`src/rtl/sp_ram_ctrl.sv`:
```
// ---------------------------------------------------------------------------
// sp_ram_ctrl
//
// Single-port RAM controller with configurable word width and depth. It has
// per-byte write enables, a read pipeline with a programmable latency and a
// valid flag, and a sweep after reset that writes INIT_VALUE to every word
// before requests are accepted.
//
// Ports:
//   clk            clock; all state changes on the rising edge
//   reset_n        asynchronous active-low reset
//   cs             chip select; requests are ignored while low
//   wr_en / rd_en  write / read request; both at once is illegal
//   address_in     word address
//   data_in        write data
//   byte_en        per-byte write enable, bit i covers bits [8i+7:8i]
//   data_out       registered read data; holds between rd_valid pulses
//   rd_valid       one-cycle pulse when data_out is updated
//   ready          high once the init sweep is done
//   err            one-cycle pulse after an illegal read+write request
//
// Optional build macro SP_RAM_PARITY_EN adds:
//   inject_par_err input; inverts the stored parity of the written lanes
//   parity_err     output; per-lane parity failure, qualified by rd_valid
// ---------------------------------------------------------------------------
module sp_ram_ctrl #(
    parameter int                   data_size    = 32,
    parameter int                   address_size = 4,
    parameter int                   RD_LATENCY   = 1,
    parameter logic [data_size-1:0] INIT_VALUE   = '0
) (
    input  logic                      clk,
    input  logic                      reset_n,
    input  logic                      cs,
    input  logic                      wr_en,
    input  logic                      rd_en,
    input  logic [address_size-1:0]   address_in,
    input  logic [data_size-1:0]      data_in,
    input  logic [data_size/8-1:0]    byte_en,
`ifdef SP_RAM_PARITY_EN
    input  logic                      inject_par_err,
    output logic [data_size/8-1:0]    parity_err,
`endif
    output logic [data_size-1:0]      data_out,
    output logic                      rd_valid,
    output logic                      ready,
    output logic                      err
);

    localparam int NB    = data_size / 8;
    localparam int DEPTH = 2 ** address_size;
`ifdef SP_RAM_PARITY_EN
    // Pipeline words carry the per-lane parity result above the data bits.
    localparam int PW = data_size + NB;
`else
    localparam int PW = data_size;
`endif

    typedef enum logic {INIT, IDLE} state_t;

    state_t                    state_q;
    logic [address_size-1:0]   initCnt_q;
    logic                      ready_q;
    logic                      err_q;

    logic [data_size-1:0]      mem_q [DEPTH];

    logic                      initWrite;
    logic                      userWrite;
    logic                      readAccept;
    logic [address_size-1:0]   memAddr_d;
    logic [NB-1:0]             laneWe_d;
    logic [data_size-1:0]      laneData_d;
    logic [PW-1:0]             readWord;

    logic                      lastV;
    logic [PW-1:0]             lastWord;

    logic [data_size-1:0]      dataOut_q;
    logic                      rdValid_q;

    // Request decode. During the sweep the memory port belongs to the init
    // counter and every lane is written; afterwards it follows the request.
    always_comb begin
        initWrite  = (state_q == INIT);
        userWrite  = 1'b0;
        readAccept = 1'b0;
        if ((state_q == IDLE) && ready_q && cs) begin
            userWrite  = wr_en && !rd_en;
            readAccept = rd_en && !wr_en;
        end
        memAddr_d  = initWrite ? initCnt_q : address_in;
        laneData_d = initWrite ? INIT_VALUE : data_in;
        laneWe_d   = '0;
        if (initWrite) begin
            laneWe_d = '1;
        end else if (userWrite) begin
            laneWe_d = byte_en;
        end
    end

    // Control FSM: one pass through INIT writing each address, then IDLE
    // until the next reset. err reflects the request seen at this edge.
    always_ff @(posedge clk or negedge reset_n) begin
        if (!reset_n) begin
            state_q   <= INIT;
            initCnt_q <= '0;
            ready_q   <= 1'b0;
            err_q     <= 1'b0;
        end else begin
            case (state_q)
                INIT: begin
                    err_q     <= 1'b0;
                    initCnt_q <= initCnt_q + address_size'(1);
                    if (initCnt_q == address_size'(DEPTH - 1)) begin
                        ready_q <= 1'b1;
                        state_q <= IDLE;
                    end
                end
                IDLE: begin
                    err_q <= ready_q && cs && wr_en && rd_en;
                end
                default: begin
                    state_q <= INIT;
                end
            endcase
        end
    end

    // Storage array, byte-lane write. Not reset: the sweep clears it.
    always_ff @(posedge clk) begin
        for (int b = 0; b < NB; b++) begin
            if (laneWe_d[b]) begin
                mem_q[memAddr_d][8*b +: 8] <= laneData_d[8*b +: 8];
            end
        end
    end

`ifdef SP_RAM_PARITY_EN
    logic [NB-1:0] par_q [DEPTH];
    logic [NB-1:0] parIn_d;
    logic [NB-1:0] parFail;

    // Even parity per lane; injection flips it only for user writes.
    always_comb begin
        parIn_d = '0;
        parFail = '0;
        for (int b = 0; b < NB; b++) begin
            parIn_d[b] = (^laneData_d[8*b +: 8]) ^ (!initWrite && inject_par_err);
            parFail[b] = (^mem_q[address_in][8*b +: 8]) ^ par_q[address_in][b];
        end
        readWord = {parFail, mem_q[address_in]};
    end

    always_ff @(posedge clk) begin
        for (int b = 0; b < NB; b++) begin
            if (laneWe_d[b]) begin
                par_q[memAddr_d][b] <= parIn_d[b];
            end
        end
    end
`else
    always_comb begin
        readWord = mem_q[address_in];
    end
`endif

    // Read pipeline. With latency 1 the output register samples memory at
    // the accept edge; longer latencies insert RD_LATENCY-1 stages first.
    generate
        if (RD_LATENCY == 1) begin : gDirect
            assign lastV    = readAccept;
            assign lastWord = readWord;
        end else begin : gPipe
            logic          pipeV_q [RD_LATENCY-1];
            logic [PW-1:0] pipeW_q [RD_LATENCY-1];

            always_ff @(posedge clk or negedge reset_n) begin
                if (!reset_n) begin
                    for (int i = 0; i < RD_LATENCY - 1; i++) begin
                        pipeV_q[i] <= 1'b0;
                        pipeW_q[i] <= '0;
                    end
                end else begin
                    pipeV_q[0] <= readAccept;
                    pipeW_q[0] <= readWord;
                    for (int i = 1; i < RD_LATENCY - 1; i++) begin
                        pipeV_q[i] <= pipeV_q[i-1];
                        pipeW_q[i] <= pipeW_q[i-1];
                    end
                end
            end

            assign lastV    = pipeV_q[RD_LATENCY-2];
            assign lastWord = pipeW_q[RD_LATENCY-2];
        end
    endgenerate

    // Output register: data_out only moves when a read retires.
    always_ff @(posedge clk or negedge reset_n) begin
        if (!reset_n) begin
            dataOut_q <= '0;
            rdValid_q <= 1'b0;
        end else begin
            rdValid_q <= lastV;
            if (lastV) begin
                dataOut_q <= lastWord[data_size-1:0];
            end
        end
    end

`ifdef SP_RAM_PARITY_EN
    logic [NB-1:0] parErr_q;

    // Parity flags are forced low whenever no read is retiring.
    always_ff @(posedge clk or negedge reset_n) begin
        if (!reset_n) begin
            parErr_q <= '0;
        end else begin
            parErr_q <= lastV ? lastWord[PW-1 -: NB] : '0;
        end
    end

    assign parity_err = parErr_q;
`endif

    assign data_out = dataOut_q;
    assign rd_valid = rdValid_q;
    assign ready    = ready_q;
    assign err      = err_q;

endmodule
```
`config.mk`:
```
export PLATFORM = sky130hd
export DESIGN_NAME = sp_ram_ctrl
export DESIGN_NICKNAME = d
export VERILOG_FILES = /design/src/rtl/sp_ram_ctrl.sv
export SDC_FILE = /design/constraint.sdc
export NUM_CORES = 1
export LEC_CHECK = 0
export ABC_AREA = 1
export CAP_MARGIN = 20
export CORE_UTILIZATION = 65
export CTS_BUF_LIST = sky130_fd_sc_hd__clkbuf_8
export DETAILED_ROUTE_END_ITERATION = 16
export PLACE_DENSITY = 0.84
export SLEW_MARGIN = 20
export SYNTH_ARGS = -nofsm -noshare
export SYNTH_HDL_FRONTEND = slang
export SYNTH_SLANG_ARGS = --single-unit
```
`constraint.sdc`:
```
create_clock -name clk -period 5.3 [get_ports clk]
set_input_delay 0.53 -clock clk [delete_from_list [all_inputs] [get_ports clk]]
set_output_delay 0.53 -clock clk [all_outputs]
set_load 0.05 [all_outputs]
```
Fig. 1: run 1, met1 routing
Bar = 50 µm. Supply wires on this layer in gray.
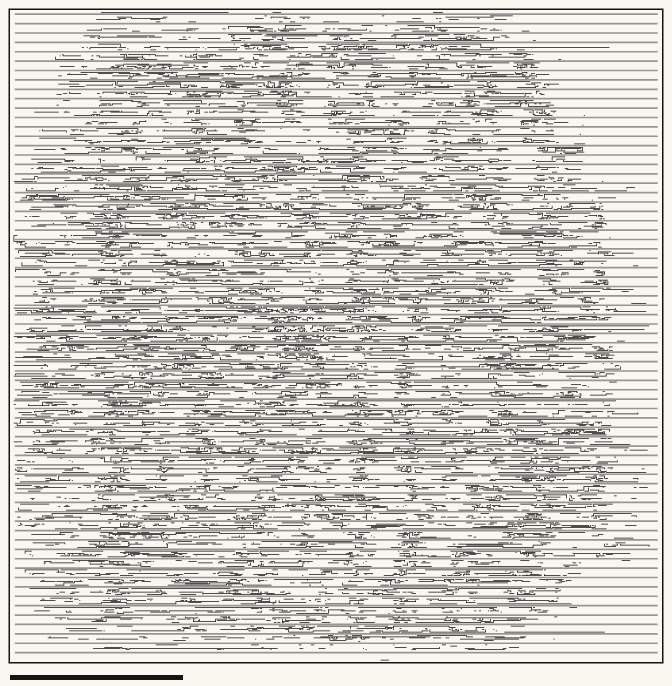
wire length on this layer: 20.2 mm
share of all routed wire: 37%
longest straight run: 80.5 µm
main direction: horizontal
nets with wire on the layer: 1975
Post-Route WL: 54.6 mm
met1 usage in global routing: 0.412
DR vias: 15800

Fig. 2: run 1, metal 2
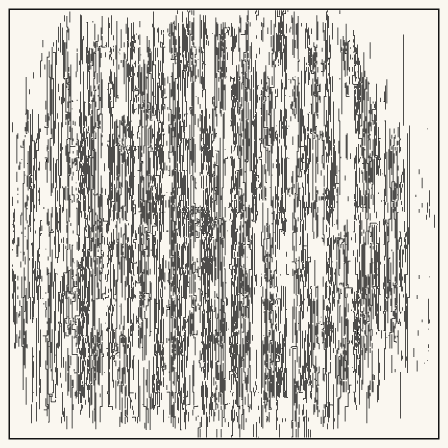
main direction: vertical
wire length on this layer: 26.6 mm
met2 GRT Util: 0.504

Fig. 3: run 1, the metal 3 layer
Bar = 50 µm. Cells faint in the background.
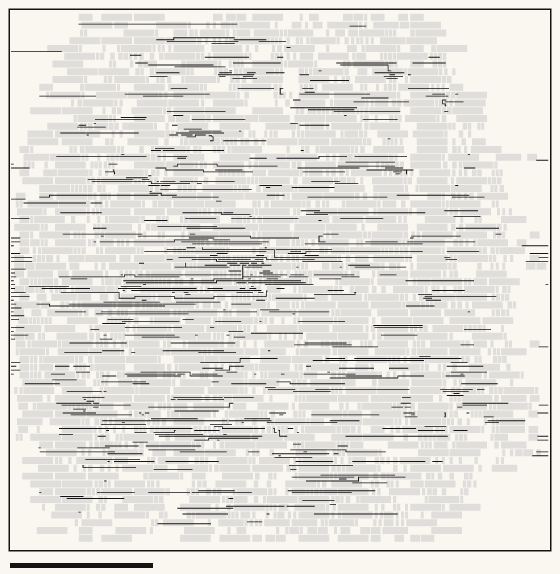
share of all routed wire: 11%
wire length on this layer: 5770 µm
main direction: horizontal
nets with wire on the layer: 272
M3 GR Usage: 0.0634

==> results.toml, run 1 <==
# generated from flow reports
[floorplanning]
initCoreUtil = 0.659
chipHeight_um = 189
ioPinCount = 80
rows = 68
core_area_um2 = 34500

[pwr]
power_mw = 8.86
seq_power_mw = 4.83
p_switching_mw = 2.20
pg_comb_mw = 0.787
power_frac_comb = 0.089
power_density_nw_per_um2 = 352
switching_share = 0.248
p_seq_frac = 0.546
top_power_group = "registers"
leakage_nw = 10.0

[final_timing]
slew_headroom = 0.273
whs_ns = 0.0230
maxSlewViolCount = 0
fin_skew_ns = 0.0372
max_freq_ghz = 0.293
fin_crit_ns = 3.41
setup_ws_ns = 1.89
setup_violations = 0

[layout]
clkbuf_count = 94
n_fill_cell = 2206
num-multi-input-gates = 1302
seqCellArea_um2 = 16400
biggestCellCategory = "registers"
seq_share = 0.650
layout_top_cells = "854 x nand2_1, 512 x edfxtp_1, 385 x nand3_1"
flop-count = 552
clk_share = 0.0615
num-nonclk-inverters = 90
stdcell_count = 2645
final_nets = 2167
final-comb-area_um2 = 5450
drive_gt1_frac = 0.0644

[synth]
yosys-top-cells-count = "854 x nand2_1, 512 x edfxtp_1, 385 x nand3_1"
syn_area_um2 = 22700
yosys_warnings = 0
yosysTopAreaCell = "edfxtp_1"
ys_seq_frac = 0.721
xor_share = 0.00116
ys_ff = 552
ys_cells = 2061
fp_nets = 2107
topCombFamilyByArea = "simple AND/OR/NAND/NOR gates"
ff_type = "edfxtp_1"
synthCells = 2061
ys_area_um2 = 22700
edf_count = 512
synth_top_area_share = 0.677
ys_sh_simple = 0.236
synth_cell_type_count = 23

[setup_path]
critPathKind = "flip-flop to flip-flop"
r2r-end = "mem_q[15][6]"
critical_path_cell_count = 6
path_cells = "inv_2 > o21ai_1 > nand2_1 > nor2_1 > nand2_1 > inv_1"
worstSetupStartpoint = "state_q"
cp-endpoint = "mem_q[15][6]"
r2r_cells = 6
crit_path_end_kind = "flip-flop"
reg2reg_slack_ns = 1.89
worst-path-buf-inv = 2
cpLargestDelayFamily = "flip-flops"
cpMaxStageDelayCell = "dfrtp_2"

[clocking]
numCtsBuffers = 83
post_cts_resized = 0
cts_tree = "done"
ctsHoldBuffers = 0
cts_max_level = 3

[flow_run]
openroad.warnings = 28

[placement]
portBuffers = 79
dp.final_hpwl_mm = 31.2
dp_slack_ns = 1.87
postPlaceCellArea_um2 = 23600
gp_congestion = 0.834

[global_routing]
grt_start_max_net_pins = 116
antenna_found_initial = 0
grt_pass1_wl_mm = 83.9
grt_pass1_vias = 15600
busiest_layer = "met2"

[drt]
wl_met2_mm = 26.6
route.detailed.drc = 0
wl_met1_mm = 20.2
drtIter0Drc = 2036
drt_pre_antenna_iters = 6
postRouteAntennaNets = 0

[outcome]
outcome = "completed"
==> run 1 -> run 2 <==
--- a/config.mk
+++ b/config.mk
@@ -7,10 +7,10 @@
 export LEC_CHECK = 0
 export ABC_AREA = 1
 export CAP_MARGIN = 20
-export CORE_UTILIZATION = 65
+export CORE_UTILIZATION = 57
 export CTS_BUF_LIST = sky130_fd_sc_hd__clkbuf_8
 export DETAILED_ROUTE_END_ITERATION = 16
-export PLACE_DENSITY = 0.84
+export PLACE_DENSITY = 0.78
 export SLEW_MARGIN = 20
 export SYNTH_ARGS = -nofsm -noshare
 export SYNTH_HDL_FRONTEND = slang
==> constraint.sdc (replaced) <==
create_clock -name clk -period 2.9 [get_ports clk]
set_input_delay 0.29 -clock clk [delete_from_list [all_inputs] [get_ports clk]]
set_output_delay 0.29 -clock clk [all_outputs]
set_load 0.05 [all_outputs]
Fig. 4: run 2, signal wires on met4
Supply wires on this layer in gray.
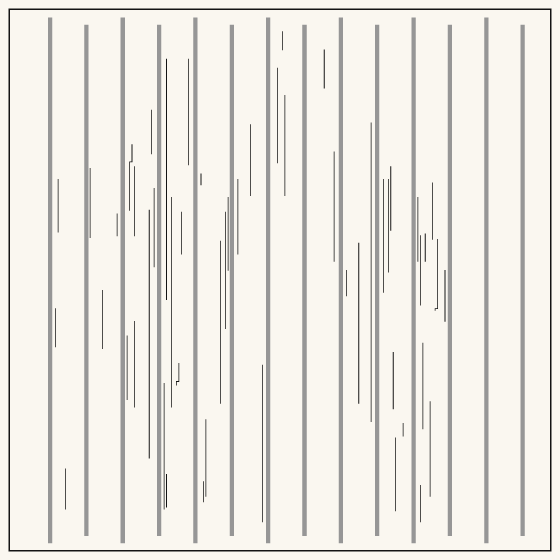
main direction: vertical
longest straight run: 112 µm
Post-Route WL: 55.2 mm
DR vias: 15500

==> run 2 against run 1 <==
Worst setup slack got worse by 1.6 ns. Combinational power increased by 89%. Non-clock buffer count increased by 51. Worst hold slack improved by 0.11 ns. Register-to-register slack got worse by 1.6 ns. Critical path type unchanged. Largest power group unchanged. Highest routed layer unchanged.
==> results.toml, run 2 <==
# generated from flow reports
[synth]
xor_share = 0.00116
syn_area_um2 = 22700
synth_top_area_share = 0.677
synthCells = 2061
edf_count = 512
yosys_warnings = 0
ys_area_um2 = 22700
ys_seq_frac = 0.721
ys_ff = 552
topCombFamilyByArea = "simple AND/OR/NAND/NOR gates"
ys_cells = 2061
fp_nets = 2107
ys_sh_simple = 0.236
synth_cell_type_count = 23
ff_type = "edfxtp_1"
yosysTopAreaCell = "edfxtp_1"
yosys-top-cells-count = "854 x nand2_1, 512 x edfxtp_1, 385 x nand3_1"

[pwr]
power_frac_comb = 0.090
p_seq_frac = 0.534
switching_share = 0.242
top_power_group = "registers"
leakage_nw = 10.4
power_mw = 16.6
power_density_nw_per_um2 = 641
pg_comb_mw = 1.49
seq_power_mw = 8.84

[placement]
portBuffers = 79
dp_slack_ns = 0.412
dp.final_hpwl_mm = 33.4
gp_congestion = 0.899

[layout]
num-nonclk-inverters = 90
clkbuf_count = 98
drive_gt1_frac = 0.0888
seq_share = 0.635
stdcell_count = 2760
clk_share = 0.0641
final_nets = 2220
biggestCellCategory = "registers"

[flow_run]
openroad.warnings = 34

[setup_path]
r2r_cells = 8
worst-path-buf-inv = 3
cpMaxStageDelayCell = "dfrtp_2"
cpLargestDelayFamily = "simple AND/OR/NAND/NOR gates"
critical_path_cell_count = 8
cp-endpoint = "mem_q[2][25]"
r2r-end = "mem_q[2][25]"
worstSetupStartpoint = "state_q"
crit_path_end_kind = "flip-flop"
path_cells = "buf_4 > nand2_1 > o21ai_1 > inv_1 > nor2_1 > nand2_1 > nor2_1 > buf_4"
critPathKind = "flip-flop to flip-flop"

[global_routing]
grt_pass1_wl_mm = 84.4
grt_util_met1 = 0.380
grt_start_max_net_pins = 129
busiest_layer = "met2"
use_met2 = 0.442
antenna_found_initial = 0

[clocking]
numCtsBuffers = 85
ctsHoldBuffers = 1
post_cts_resized = 0
cts_tree = "done"
cts_max_level = 3

[floorplanning]
ioPinCount = 80
rows = 72

[drt]
route.detailed.drc = 0
postRouteAntennaNets = 0
drtIter0Drc = 1716
wl_met1_mm = 21.5
wl_met2_mm = 26.2
drt_pre_antenna_iters = 5

[outcome]
outcome = "completed"

[final_timing]
setup_violations = 0
whs_ns = 0.131
slew_headroom = 0.407
setup_ws_ns = 0.273
maxSlewViolCount = 0
max_freq_ghz = 0.381
Fig. 5: run 2, the metal 3 layer
Bar = 50 µm. Cells faint in the background.
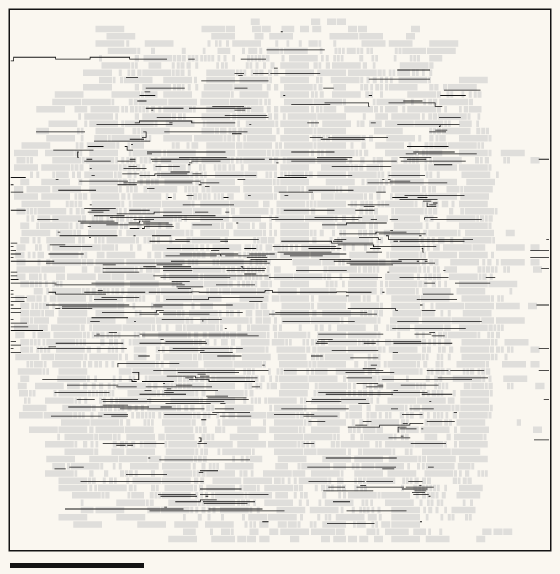
longest straight run: 83.3 µm
main direction: horizontal
wire length on this layer: 5890 µm
nets with wire on the layer: 256
M3 GR Usage: 0.0478

==> run 2 -> run 3 <==
--- a/config.mk
+++ b/config.mk
@@ -10,6 +10,7 @@
 export CORE_UTILIZATION = 57
 export CTS_BUF_LIST = sky130_fd_sc_hd__clkbuf_8
 export DETAILED_ROUTE_END_ITERATION = 16
+export GPL_ROUTABILITY_DRIVEN = 0
 export PLACE_DENSITY = 0.78
 export SLEW_MARGIN = 20
 export SYNTH_ARGS = -nofsm -noshare
Fig. 6: run 3, signal wires on met4
Supply wires on this layer in gray.
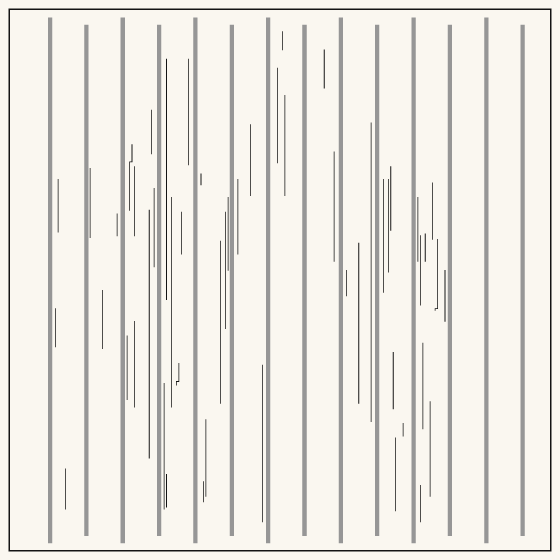
nets with wire on the layer: 39
share of all routed wire: 2.9%

Fig. 7: run 3, clock wiring as the flow saved it
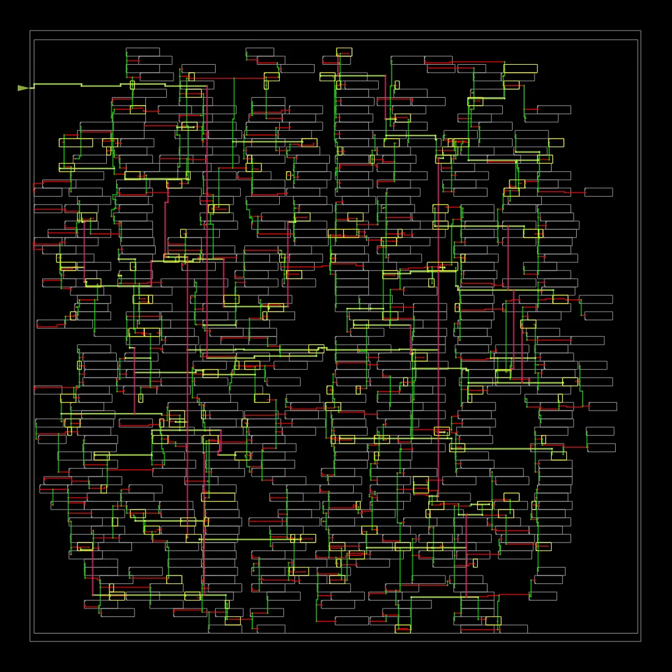
final setup skew: 0.0236 ns
TritonCTS Buffers: 85

==> run 3 against run 2 <==
Sequential power barely moved. Via count unchanged. Maximum frequency unchanged. Largest power group unchanged. Critical path depth unchanged.
==> results.toml, run 3 <==
# generated from flow reports
[drt]
route.met3.wl_mm = 5.89
drt_pre_antenna_iters = 5
routed-via-count = 15500
wl_met2_mm = 26.2
top_layer = "met4"
route.detailed.drc = 0
postRouteAntennaNets = 0
wl_met1_mm = 21.5
wl_mm = 55.2
drtIter0Drc = 1716

[final_timing]
whs_ns = 0.131
fin_crit_ns = 2.63
rsz0062_at_grt = "no"
hold_violations = 0
setup_violations = 0
slew_headroom = 0.407
max_freq_ghz = 0.381
setup_ws_ns = 0.273
maxSlewViolCount = 0

[clocking]
ctsHoldBuffers = 1
cts_max_level = 3
cts_tree = "done"
post_cts_resized = 0

[layout]
drive_gt1_frac = 0.0888
stdcell_count = 2760
clk_share = 0.0641
signal_buffers = 143
seq_share = 0.635
layout_top_cells = "854 x nand2_1, 512 x edfxtp_1, 385 x nand3_1"
n_fill_cell = 2807
clkbuf_count = 98
utilization = 0.662
final_nets = 2220
biggestCellCategory = "registers"
design_area_um2 = 25800
num-nonclk-inverters = 90
final-comb-area_um2 = 5450
seqCellArea_um2 = 16400
flop-count = 552
num-multi-input-gates = 1302

[synth]
ys_sh_simple = 0.236
synth_cell_type_count = 23
syn_area_um2 = 22700
ys_ff = 552
ys_seq_frac = 0.721
xor_share = 0.00116
ys_area_um2 = 22700
fp_nets = 2107
yosys-top-cells-count = "854 x nand2_1, 512 x edfxtp_1, 385 x nand3_1"
mux_share = 0
synth_top_cell_by_count = "nand2_1"
ys_cells = 2061
edf_count = 512
topCombFamilyByArea = "simple AND/OR/NAND/NOR gates"
synthCells = 2061
yosys_warnings = 0
ff_type = "edfxtp_1"
synth_top_area_share = 0.677
yosysTopAreaCell = "edfxtp_1"

[setup_path]
cp_slowest_stage_delay_ns = 0.67
cp-endpoint = "mem_q[2][25]"
cpLargestDelayFamily = "simple AND/OR/NAND/NOR gates"
critical_path_cell_count = 8
timing.rr.start = "state_q"
r2r_cells = 8
worstSetupStartpoint = "state_q"
r2r-end = "mem_q[2][25]"
worst-path-buf-inv = 3
crit_path_end_kind = "flip-flop"
reg2reg_slack_ns = 0.27
critPathKind = "flip-flop to flip-flop"
cpMaxStageDelayCell = "dfrtp_2"
path_cells = "buf_4 > nand2_1 > o21ai_1 > inv_1 > nor2_1 > nand2_1 > nor2_1 > buf_4"

[flow_run]
openroad.warnings = 34

[global_routing]
grt_util_met1 = 0.380
antenna_found_initial = 0
grt_util_all_layers = 0.275
grt_pass1_vias = 15000
busiest_layer = "met2"
use_met2 = 0.442
grt_start_max_net_pins = 129
grt_pass1_wl_mm = 84.4
grtUsageMet3 = 0.0478

[floorplanning]
initCoreUtil = 0.582
rows = 72
ioPinCount = 80
core_area_um2 = 39000
chipHeight_um = 202

[pwr]
top_power_group = "registers"
power_mw = 16.6
switching_share = 0.242
power_density_nw_per_um2 = 641
p_seq_frac = 0.534
power_frac_comb = 0.090
pg_comb_mw = 1.49
seq_power_mw = 8.84
leakage_nw = 10.4
p_switching_mw = 4.00

[placement]
postPlaceCellArea_um2 = 24100
dp.final_hpwl_mm = 33.4
dp_slack_ns = 0.412
portBuffers = 79

[outcome]
outcome = "completed"

[min_path]
holdCritPathClass = "input pin to async pin"
No activity file was given, so power comes from the tool's default toggle rates.
